Run 1, wire density map:
Scale: 2 px per um. The die is cut into 30 by 22 equal tiles; white is low, dark blue is high, scaled to the fullest tile. Values are wire area over tile area, all layers added.
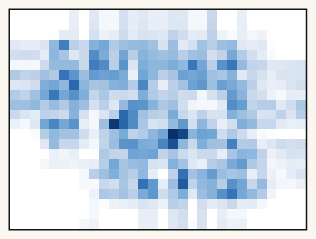
Run 1, clock network drawn from the DEF:
Scale: 3 px per um.
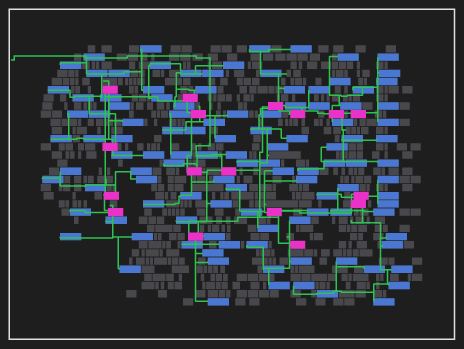
Run 1, wires at chosen ports, followed through buffers:
Scale: 3 px per um.
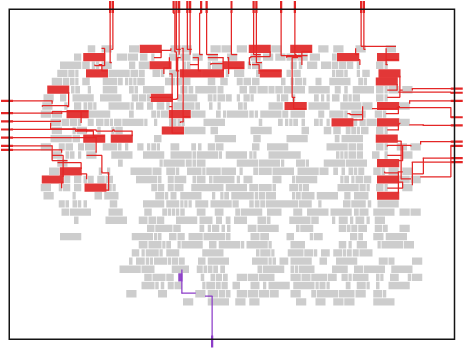
Run 1, congestion heat map:
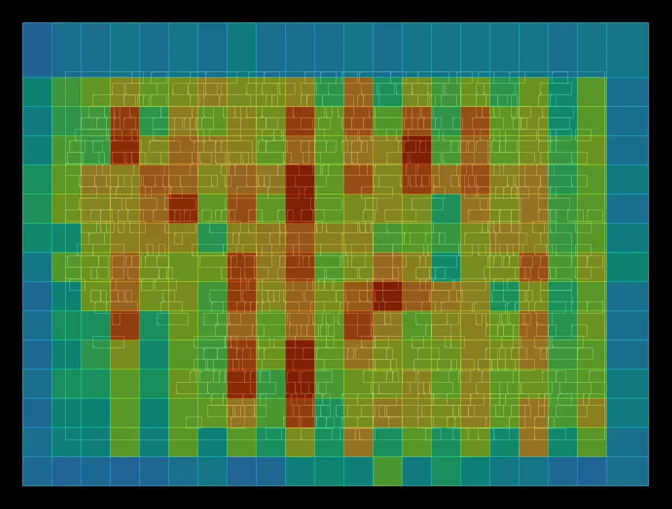
**src/rtl/conv_frame_streamer_pkg.sv**
```systemverilog
`default_nettype none
// ============================================================================
// Module    : conv_pkg
// Purpose   : Types and constants shared by the convolution frame streamer:
//             FSM state encoding, per-beat row-edge codes, lane width.
// Ports     : none (package)
// Revision  : 1.0 - initial release
// ============================================================================
package conv_pkg;

  localparam int PIX_W = 8;

  localparam logic [1:0] ROWEND_FIRST = 2'b10;
  localparam logic [1:0] ROWEND_LAST  = 2'b01;
  localparam logic [1:0] ROWEND_MID   = 2'b11;

  typedef enum logic [2:0] {
    IDLE   = 3'd0,
    CLEAR  = 3'd1,
    STREAM = 3'd2,
    FLUSH  = 3'd3,
    FIN    = 3'd4
  } state_t;

  // A row of a single beat is both first and last, so neither edge bit is set.
  function automatic logic [1:0] rowend_code(input logic first, input logic last);
    if (first && last) return 2'b00;
    else if (first)    return ROWEND_FIRST;
    else if (last)     return ROWEND_LAST;
    else               return ROWEND_MID;
  endfunction

endpackage
`default_nettype wire

```
**src/rtl/conv_frame_streamer_if.sv**
```systemverilog
`default_nettype none
// ============================================================================
// Module    : conv_frame_streamer_if
// Purpose   : Bundles the pixel-memory read port and the convolver-facing
//             beat stream of the frame streamer.
// Ports     : mem_rd/mem_addr (to memory), mem_data (from memory),
//             data_out/valid/rowend/clrbuffer (to convolver),
//             stall (from convolver).
//             master = streamer side, slave = memory/convolver side.
// Revision  : 1.0 - initial release
// ============================================================================
interface conv_frame_streamer_if #(
  parameter int NO_PARALLEL_UNITS = 4,
  parameter int ADDR_W            = 18,
  parameter int ker               = 3
);
  logic                                         mem_rd;
  logic [ADDR_W-1:0]                            mem_addr;
  logic [NO_PARALLEL_UNITS*conv_pkg::PIX_W-1:0] mem_data;
  logic [NO_PARALLEL_UNITS*conv_pkg::PIX_W-1:0] data_out;
  logic                                         valid;
  logic [ker-2:0]                               rowend;
  logic                                         clrbuffer;
  logic                                         stall;

  modport master (
    output mem_rd, mem_addr, data_out, valid, rowend, clrbuffer,
    input  mem_data, stall
  );

  modport slave (
    input  mem_rd, mem_addr, data_out, valid, rowend, clrbuffer,
    output mem_data, stall
  );
endinterface
`default_nettype wire

```
**src/rtl/conv_frame_streamer_skid2.sv**
```systemverilog
`default_nettype none
// ============================================================================
// Module    : stream_skid2
// Purpose   : Two-entry beat buffer between the memory return path and the
//             convolver. Entry 0 is the registered output beat; entry 1
//             absorbs the word still in flight when stall rises.
// Ports     : clk, res       - clock, synchronous active-high reset
//             in_valid/in_data - word arriving this cycle
//             stall          - downstream hold
//             out_valid/out_data - current beat (held while stalled)
//             room           - a request issued now will find a free slot
// Revision  : 1.0 - initial release
// ============================================================================
module stream_skid2 #(
  parameter int W = 34
) (
  input  logic         clk,
  input  logic         res,
  input  logic         in_valid,
  input  logic [W-1:0] in_data,
  input  logic         stall,
  output logic         out_valid,
  output logic [W-1:0] out_data,
  output logic         room
);
  logic [W-1:0] ent0, ent1;
  logic [1:0]   count;
  logic         pop;

  assign out_valid = (count != 2'd0);
  assign out_data  = ent0;
  assign pop       = out_valid && !stall;

  // Occupancy after this cycle (arrival in, accepted beat out) must leave a
  // slot for the word a request issued now returns next cycle.
  assign room = ({1'b0, count} + {2'b00, in_valid}) < (3'd2 + {2'b00, pop});

  always_ff @(posedge clk) begin
    if (res) begin
      ent0  <= '0;
      ent1  <= '0;
      count <= 2'd0;
    end else begin
      case ({in_valid, pop})
        2'b10: begin
          if (count == 2'd0) ent0 <= in_data;
          else               ent1 <= in_data;
          count <= count + 2'd1;
        end
        2'b01: begin
          ent0  <= ent1;
          count <= count - 2'd1;
        end
        2'b11: begin
          if (count == 2'd1) begin
            ent0 <= in_data;
          end else begin
            ent0 <= ent1;
            ent1 <= in_data;
          end
        end
        default: ;
      endcase
    end
  end
endmodule
`default_nettype wire

```
**src/rtl/conv_frame_streamer.sv**
```systemverilog
`default_nettype none
// ============================================================================
// Module    : conv_frame_streamer
// Purpose   : On start, reads one grayscale frame row-major from a
//             word-addressed pixel memory and streams it to the 3x3
//             convolver as NO_PARALLEL_UNITS-lane beats with row-edge flags,
//             a buffer-clear pulse and stall-safe valid handshake.
// Ports     : clk, res  - clock, synchronous active-high reset
//             start     - frame request (idle only)
//             busy      - frame in progress
//             done      - one-cycle pulse after the final beat is accepted
//             bus       - memory read port + convolver beat stream (master)
// Config    : CONV_STREAM_FLUSH_EN - append ker/2 zero rows after the frame
//             so the convolver line buffers drain the last image row.
// Revision  : 1.0 - initial release
// ============================================================================
module conv_frame_streamer
  import conv_pkg::*;
#(
  parameter int IM_LEN            = 520,
  parameter int IM_ROWS           = 520,
  parameter int ker               = 3,
  parameter int NO_PARALLEL_UNITS = 4,
  parameter int ADDR_W            = 18
) (
  input  logic clk,
  input  logic res,
  input  logic start,
  output logic busy,
  output logic done,
  conv_frame_streamer_if.master bus
);
  localparam int BPR = IM_LEN / NO_PARALLEL_UNITS;
  localparam int DW  = NO_PARALLEL_UNITS * PIX_W;
  localparam int RW  = ker - 1;
`ifdef CONV_STREAM_FLUSH_EN
  localparam int FLUSH_ROWS = ker / 2;
`else
  localparam int FLUSH_ROWS = 0;
`endif
  localparam int COL_W = (BPR > 1) ? $clog2(BPR) : 1;
  localparam int ROW_W = $clog2(IM_ROWS + FLUSH_ROWS + 1);
  localparam logic [COL_W-1:0] LAST_COL       = COL_W'(BPR - 1);
  localparam logic [ROW_W-1:0] LAST_FRAME_ROW = ROW_W'(IM_ROWS - 1);
  localparam logic [ROW_W-1:0] LAST_ROW       = ROW_W'(IM_ROWS - 1 + FLUSH_ROWS);

  state_t            state, state_nx;
  logic              room, issue, last_col, last_frame_beat, last_flush_beat;
  logic [COL_W-1:0]  col;
  logic [ROW_W-1:0]  row;
  logic [ADDR_W-1:0] addr;
  logic              pend_valid, pend_zero;
  logic [RW-1:0]     pend_rowend, issue_rowend;
  logic [DW-1:0]     pend_pix;
  logic [DW+RW-1:0]  skid_out;

  assign last_col        = (col == LAST_COL);
  assign last_frame_beat = last_col && (row == LAST_FRAME_ROW);
  assign last_flush_beat = last_col && (row == LAST_ROW);
  assign issue_rowend    = RW'(rowend_code(col == '0, last_col));
  assign busy            = (state != IDLE);
  assign bus.mem_addr    = addr;

  always_ff @(posedge clk) begin
    if (res) state <= IDLE;
    else     state <= state_nx;
  end

  always_comb begin
    state_nx      = state;
    issue         = 1'b0;
    bus.mem_rd    = 1'b0;
    bus.clrbuffer = 1'b0;
    done          = 1'b0;
    case (state)
      IDLE: if (start) state_nx = CLEAR;
      CLEAR: begin
        bus.clrbuffer = 1'b1;
        state_nx      = STREAM;
      end
      STREAM: begin
        issue      = room;
        bus.mem_rd = room;
        if (room && last_frame_beat) begin
`ifdef CONV_STREAM_FLUSH_EN
          state_nx = (FLUSH_ROWS > 0) ? FLUSH : FIN;
`else
          state_nx = FIN;
`endif
        end
      end
`ifdef CONV_STREAM_FLUSH_EN
      FLUSH: begin
        issue = room;
        if (room && last_flush_beat) state_nx = FIN;
      end
`endif
      FIN: begin
        // Nothing in flight and nothing buffered means the last beat was taken.
        if (!pend_valid && !bus.valid) begin
          done     = 1'b1;
          state_nx = IDLE;
        end
      end
      default: state_nx = IDLE;
    endcase
  end

  // Beat position counters and the one-cycle in-flight stage. Flush beats
  // travel through the same stage as reads so ordering is preserved.
  always_ff @(posedge clk) begin
    if (res) begin
      col         <= '0;
      row         <= '0;
      addr        <= '0;
      pend_valid  <= 1'b0;
      pend_zero   <= 1'b0;
      pend_rowend <= '0;
    end else begin
      pend_valid  <= issue;
      pend_zero   <= (state != STREAM);
      pend_rowend <= issue_rowend;
      if (state == CLEAR) begin
        col  <= '0;
        row  <= '0;
        addr <= '0;
      end else if (issue) begin
        if (last_col) begin
          col <= '0;
          row <= row + 1'b1;
        end else begin
          col <= col + 1'b1;
        end
        // Address parks on the last word so it never leaves the frame.
        if (bus.mem_rd && !last_frame_beat) addr <= addr + 1'b1;
      end
    end
  end

  assign pend_pix = pend_zero ? '0 : bus.mem_data;

  stream_skid2 #(.W(DW + RW)) u_skid (
    .clk       (clk),
    .res       (res),
    .in_valid  (pend_valid),
    .in_data   ({pend_pix, pend_rowend}),
    .stall     (bus.stall),
    .out_valid (bus.valid),
    .out_data  (skid_out),
    .room      (room)
  );

  assign bus.data_out = skid_out[DW+RW-1:RW];
  assign bus.rowend   = skid_out[RW-1:0];

endmodule
`default_nettype wire

```
**src/flat_wrapper.sv**
```systemverilog
// flat-port wrapper written by rule: the top's interface ports become plain ports
module conv_frame_streamer_flat import conv_pkg::*;
#(
  parameter int IM_LEN            = 520,
  parameter int IM_ROWS           = 520,
  parameter int ker               = 3,
  parameter int NO_PARALLEL_UNITS = 4,
  parameter int ADDR_W            = 18
)
  (clk, res, start, busy, done, bus_mem_rd, bus_mem_addr, bus_data_out, bus_valid, bus_rowend, bus_clrbuffer, bus_mem_data, bus_stall);
  conv_frame_streamer_if #(.NO_PARALLEL_UNITS(NO_PARALLEL_UNITS), .ADDR_W(ADDR_W), .ker(ker)) bus_i ();
  input  logic clk;
  input  logic res;
  input  logic start;
  output logic busy;
  output logic done;
  output wire logic [$bits(bus_i.mem_rd)-1:0] bus_mem_rd;
  output wire logic [$bits(bus_i.mem_addr)-1:0] bus_mem_addr;
  output wire logic [$bits(bus_i.data_out)-1:0] bus_data_out;
  output wire logic [$bits(bus_i.valid)-1:0] bus_valid;
  output wire logic [$bits(bus_i.rowend)-1:0] bus_rowend;
  output wire logic [$bits(bus_i.clrbuffer)-1:0] bus_clrbuffer;
  input wire logic [$bits(bus_i.mem_data)-1:0] bus_mem_data;
  input wire logic [$bits(bus_i.stall)-1:0] bus_stall;
  assign bus_mem_rd = bus_i.mem_rd;
  assign bus_mem_addr = bus_i.mem_addr;
  assign bus_data_out = bus_i.data_out;
  assign bus_valid = bus_i.valid;
  assign bus_rowend = bus_i.rowend;
  assign bus_clrbuffer = bus_i.clrbuffer;
  assign bus_i.mem_data = bus_mem_data;
  assign bus_i.stall = bus_stall;
  conv_frame_streamer #(.IM_LEN(IM_LEN), .IM_ROWS(IM_ROWS), .ker(ker), .NO_PARALLEL_UNITS(NO_PARALLEL_UNITS), .ADDR_W(ADDR_W)) u_core (.clk(clk), .res(res), .start(start), .busy(busy), .done(done), .bus(bus_i));
endmodule
```
**config.mk**
```make
export PLATFORM = sky130hd
export DESIGN_NAME = conv_frame_streamer_flat
export DESIGN_NICKNAME = d
export VERILOG_FILES = /design/src/rtl/conv_frame_streamer_pkg.sv /design/src/rtl/conv_frame_streamer_if.sv /design/src/rtl/conv_frame_streamer_skid2.sv /design/src/rtl/conv_frame_streamer.sv /design/src/flat_wrapper.sv
export SDC_FILE = /design/constraint.sdc
export NUM_CORES = 1
export LEC_CHECK = 0
export CORE_ASPECT_RATIO = 0.7
export CORE_MARGIN = 10
export CORE_UTILIZATION = 45
export CTS_BUF_LIST = sky130_fd_sc_hd__clkbuf_8
export CTS_CLUSTER_SIZE = 28
export DETAILED_ROUTE_END_ITERATION = 8
export PLACE_DENSITY = 0.71
export SYNTH_ARGS = -nofsm -noshare
export SYNTH_HDL_FRONTEND = slang
export SYNTH_SLANG_ARGS = --single-unit
export TNS_END_PERCENT = 100
```
**constraint.sdc**
```tcl
create_clock -name clk -period 4.7 [get_ports clk]
set_input_delay 1.41 -clock clk [delete_from_list [all_inputs] [get_ports clk]]
set_output_delay 1.41 -clock clk [all_outputs]
set_load 0.01 [all_outputs]
```
==> job_summary.md, run 1 <==
### Yosys + OpenROAD results

| Metric | Value |
|---|---|
| Fraction of layout cells with a size suffix above 1 | `9.26%` |
| Global-route wire length before repair | `21500 um` |
| Share of power burned in registers | `37.7%` |
| Detailed-routed wire length on met2 | `6000 um` |
| Clk tree area frac | `6.14%` |
| Top-area cell type share of the netlist area | `43.9%` |
| Worst Setup Slack, final | `207 ps` |
| Fraction of area in multi-input gates | `40.6%` |
| Clock Sinks | `113` |
| Number of synthesized register bits | `113` |
| Antenna cell count | `0` |
| Synth mux share | `0.194%` |
| Relative slew slack | `17.2%` |
| Non-clock buffer share | `15.1%` |
| Post-synthesis area per instance | `8.53 um2` |
| Area figure in the yosys stat output | `5150 um2` |
| Cell area after layout | `6560 um2` |
| Highest-delay cell along the critical path | `clkdlybuf4s50_1` |
| Number of flops mapped to enable cells by yosys | `0` |
| Main area contributors | `dfxtp_1, nand2_1, a211oi_1, nor2_1, a22oi_1` |
| Worst slack at placement | `205 ps` |
| Kind of end point of the critical path | `output port` |
| Horizontal die dimension | `148 um` |
| Worst R2R Start | `u_core.col[3]` |
| Number of placed instances with taps included | `813` |
| Crit path DRT | `3290 ps` |
| Sw power | `977 uW` |
| Worst-case register-to-register setup slack | `1980 ps` |
| Area of the multi-input gates | `2660 um2` |
| Tapcell Cnt | `153` |
| Number of filler cells placed in the layout | `942` |
| Register clock-pin slew on the reported worst setup and hold paths | `70 ps` |
| Routability cong. | `0.797` |
| Number of cells traversed by the worst register-to-register path | `5` |
| Total die size | `16200 um2` |
| Number of cells in Yosys stat | `604` |
| Crit path from | `bus_stall` |
| Main combinational cell family by area after synthesis | `simple AND/OR/NAND/NOR gates` |
| Hold Startpoint | `u_core.u_skid.ent1[11]` |
| Inverter count | `13` |
| Via density per instance | `5.32` |
| Kind of path behind the tightest hold check | `flip-flop to flip-flop` |
| Biggest area consumer among synthesized cells | `dfxtp_1` |
| Arrival time of the worst setup path | `3080 ps` |
| Router iterations before antenna repair | `5` |
| Worst path cell trace | `clkdlybuf4s50_1, o31a_1, or3_1, inv_2, clkdlybuf4s50_1` |
| Post-route fraction of the period consumed by the critical path | `95.6%` |
| Count of final max-slew check failures | `0` |
| Leading cell types by count after synthesis | `dfxtp_1, nand2_1, nor2_1, a21oi_1, a211oi_1` |
| Die H | `110 um` |
| Share of total power consumed by net switching | `33.2%` |
| And-or/or-and share of the synthesized area | `18.9%` |
| Overall routed net length | `12700 um` |
| Worst Hold Depth | `2` |
| Post-CTS Resized | `0` |
| Most frequent cell on the critical path | `clkdlybuf4s50_1` |
| Post-Place Cell Area | `6150 um2` |
| Cell depth of the worst setup path | `5` |
| Internal power consumption | `1.96 mW` |
| Result of the run | `finished, final reports clean` |
| Category of the worst setup path launch point | `primary input` |
Notes on 'wire density map' above:
11% of the tiles are over half the peak. The fullest tile reaches 0.55. The emptiest ninth of the die: bottom left.

Notes on 'clock network drawn from the DEF' above:
clock wires: marked green, length 1500 um. clock-net drivers: marked magenta, count 17. flip-flops: marked blue, count 113.
There are 18 routed clock nets.
Worst Clk Skew: 15.4 ps
relative contribution of the clock network to total power: 31.9%
clock distribution power: 937 uW
clock latency of the later-clocked register in the worst-skew pair: 430 ps

Notes on 'wires at chosen ports, followed through buffers' above:
`bus_data_out`: marked red, bits 32, direction output, edge 16 top, 9 right, 7 left, end cells 32, wire 1030 um. `bus_valid`: marked purple, bits 1, direction output, edge bottom, end cells 1, wire 28.7 um.
total of buffers placed on input and output ports: 92
top-level I/O count: 93

Notes on 'congestion heat map' above:
total global-route track usage: 15.9%
wire length per cell: 15.1 um
met2 Resource Use GR: 25.7%
GR met3 Demand/Resource: 5.38%
met1 Usage GRT: 19.8%

Run 1, gate families picked out:
Scale: 2 px per um.
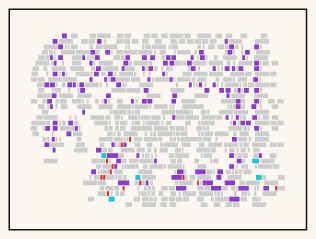

==> inputs of run 2 (changes only) <==
--- a/config.mk
+++ b/config.mk
@@ -12,6 +12,7 @@
 export CTS_CLUSTER_SIZE = 28
 export DETAILED_ROUTE_END_ITERATION = 8
 export PLACE_DENSITY = 0.71
+export SLEW_MARGIN = 15
 export SYNTH_ARGS = -nofsm -noshare
 export SYNTH_HDL_FRONTEND = slang
 export SYNTH_SLANG_ARGS = --single-unit
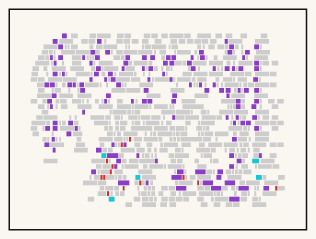
Run 2: gate families picked out
Scale: 2 px per um.
non-inverting ao/oa cells: marked cyan, cells 5. aoi and oai cells: marked purple, cells 130. inv cells: marked red, cells 13, most used inv_1.
fraction of area in multi-input gates: 40.6%
highest-count logic cell in the final layout: dfxtp_1
number of cells in the finished layout apart from fillers: 844

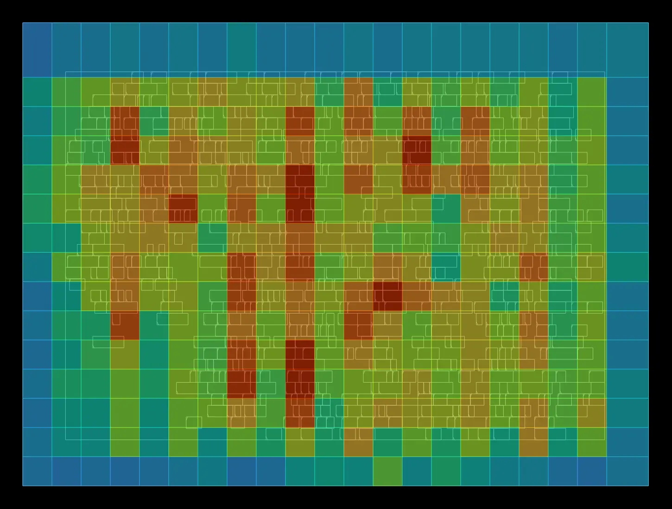
Run 2: congestion heat map
final core utilization: 59.1%
Most Used Layer, Global Route: met2
wire length per cell: 15.0 um

==> job_summary.md, run 2 <==
### Yosys + OpenROAD results

| Metric | Value |
|---|---|
| Result of the run | `finished, final reports clean` |
| Post-Place Cell Area | `6150 um2 (unchanged)` |
| Worst stage delay on the critical path | `530 ps` |
| Clock distribution power | `937 uW (about the same)` |
| Maximum capacitance violations | `0` |
| Total die size | `16200 um2 (unchanged)` |
| Share of synthesized cell area in full adder, half adder and majority cells | `2.91%` |
| Top-level I/O count | `93 (unchanged)` |
| Biggest area consumer among synthesized cells | `dfxtp_1` |
| Leading cell types by count after synthesis | `dfxtp_1, nand2_1, nor2_1, a21oi_1, a211oi_1` |
| Relative slew slack | `24.6% (+7.4 points)` |
| Main area contributors | `dfxtp_1, nand2_1, a211oi_1, nor2_1, a22oi_1` |
| Top-area cell type share of the netlist area | `43.9% (unchanged)` |
| Post-route fraction of the period consumed by the critical path | `95.6% (about the same)` |
| Worst Setup Slack, final | `207 ps (-0.0350 ps)` |
| GR met3 Demand/Resource | `5.38% (unchanged)` |
| Count of final max-slew check failures | `0 (unchanged)` |
| Synth cell types | `45` |
| Most frequent cell on the critical path | `clkdlybuf4s50_1` |
| Area share of and/or/nand/nor cells after synthesis | `23.7%` |
| Worst setup path category | `primary input to output port` |
| Clock Sinks | `113 (unchanged)` |
| Routability cong. | `0.797 (unchanged)` |
| Critical path buffers and inverters | `3` |
| Clk tree area frac | `6.14% (about the same)` |
| Final-layout clock buffer total | `19` |
| Via density per instance | `5.31 (-0.24%)` |
| Tapcell Cnt | `153 (unchanged)` |
| Kind of path behind the tightest hold check | `flip-flop to flip-flop` |
| Met2 Resource Use GR | `25.7% (unchanged)` |
| Synth mux share | `0.194% (unchanged)` |
| Peak fanout along the critical path | `2` |
| Post-synthesis area per instance | `8.53 um2 (unchanged)` |
| Cell with the most instances after synthesis | `dfxtp_1` |
| Total global-route track usage | `15.9% (unchanged)` |
| Count of sequential standard cells | `113` |
| Gate family responsible for the most delay along the worst path | `buffers and inverters` |
| Maximum vdd drop | `0.000246 V` |
| Setup TNS after final layout | `0 ps` |
| Worst R2R Start | `u_core.col[3]` |
| Sw power | `976 uW (about the same)` |
| Relative contribution of the clock network to total power | `31.9% (about the same)` |
| Number of buffers other than clock buffers in the final layout | `102` |
| Commonest non-fill, non-tap cells in the layout | `dfxtp_1, clkdlybuf4s50_1, nand2_1` |
| Crit path from | `bus_stall` |
| Number of synthesized register bits | `113 (unchanged)` |
| Internal power consumption | `1.96 mW (about the same)` |
| Area overhead of the layout relative to synthesis | `27.3%` |
| Post-CTS Resized | `0 (unchanged)` |
| Endpoint of the worst-slack reg-to-reg timing path | `u_core.bus.mem_addr[17]` |
| Arrival time of the worst setup path | `3080 ps (about the same)` |
| H-tree levels | `4` |
| Max frequency | `0.223 GHz` |
| Leading cell category by total area | `combinational gates` |
| And-or/or-and share of the synthesized area | `18.9% (unchanged)` |
| Clock latency of the later-clocked register in the worst-skew pair | `430 ps (about the same)` |
| Worst slack at placement | `205 ps (unchanged)` |
| Maximum count of clock buffers along a single path | `2` |
| Most used flip-flop cell after synthesis | `dfxtp_1` |
| Warnings, synthesis | `0` |
| Number of warnings in the stage logs | `31` |
| Number of filler cells placed in the layout | `943 (+0.11%)` |
| Total of buffers placed on input and output ports | `92 (unchanged)` |
| Worst-case register-to-register setup slack | `1990 ps (about the same)` |
| Share of power burned in registers | `37.8% (about the same)` |
| Inverter count | `13 (unchanged)` |
| Synth Net Count | `652` |
| Detailed-route DRC error count | `0` |
| Detailed-routed wire length on met2 | `6000 um (about the same)` |
| Multi-input gates | `432` |
| Crit path to | `bus_mem_rd` |
| Met1 Usage GRT | `19.8% (unchanged)` |
| Worst path cell trace | `clkdlybuf4s50_1, o31a_1, or3_1, inv_2, clkdlybuf4s50_1` |
| Antenna cell count | `0 (unchanged)` |
| Number of placed instances with taps included | `813 (unchanged)` |
| Router iterations before antenna repair | `4 (-1)` |
| Register clock-pin slew on the reported worst setup and hold paths | `70 ps (about the same)` |
| Number of cells traversed by the worst register-to-register path | `5 (unchanged)` |
| Leak pwr | `2.19 nW` |
| Horizontal die dimension | `148 um (unchanged)` |
| Met3 layer wire length in the routed design | `875 um` |
| TritonCTS buffer count | `17` |
| Number of flops mapped to enable cells by yosys | `0 (unchanged)` |
| Area of the multi-input gates | `2660 um2 (unchanged)` |
| Non-clock buffer share | `15.1% (about the same)` |
| Category of the worst setup path launch point | `primary input` |
| Worst-Margin Slew | `1120 ps` |
| Post-CTS setup buffer count | `0` |
| Area share of xor/xnor cells in the synthesized design | `5.44%` |
| Global-route wire length before repair | `21500 um (unchanged)` |
| Cell area after layout | `6560 um2 (about the same)` |
| Number of cells in Yosys stat | `604 (unchanged)` |
| Number of global-route vias before repair | `4386` |
| Kind of end point of the critical path | `output port` |
| Floorplan core area | `11100 um2` |
| Hold Startpoint | `u_core.u_skid.ent1[11]` |
| Post-CTS Hold Buffers | `0` |
| Via count | `4483` |
| Share of total power consumed by net switching | `33.2% (about the same)` |
| Seq/Total Area, Yosys | `43.9%` |
| Combinational power share | `30.3%` |
| Cell depth of the worst setup path | `5 (unchanged)` |
| Routed metal-1 wire length | `5690 um` |
| Post-layout minimum cycle time | `4490 ps` |
| Die H | `110 um (unchanged)` |
| Overall routed net length | `12700 um (-0.29%)` |
| Heaviest power group | `registers` |
| Sequential fraction of total cell area | `34.5%` |
| Final tally of hold violations | `0` |
| Fraction of layout cells with a size suffix above 1 | `9.41% (+0.14 points)` |
| Main combinational cell family by area after synthesis | `simple AND/OR/NAND/NOR gates` |
| Highest-delay cell along the critical path | `clkdlybuf4s50_1` |
| Overall power consumption | `2.94 mW` |
| DR iter-0 viols | `261` |
| Number of endpoints failing setup at the final stage | `0` |
| Crit path DRT | `3290 ps (about the same)` |
| Area figure in the yosys stat output | `5150 um2 (unchanged)` |
| Worst Hold Depth | `2 (unchanged)` |
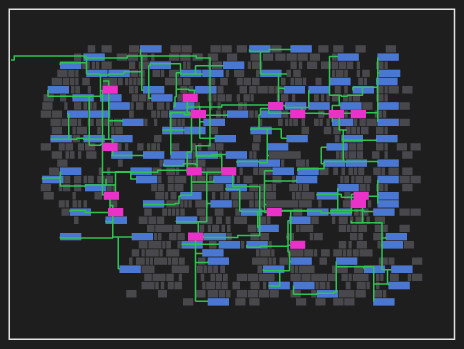
Run 2: clock network drawn from the DEF
Scale: 3 px per um.
clock wires: marked green, length 1510 um. flip-flops: marked blue, count 113. clock-net drivers: marked magenta, count 17.
There are 18 routed clock nets.
Worst Clk Skew: 13.5 ps

Power figures rest on the tool's default switching activity, not on a simulated workload.
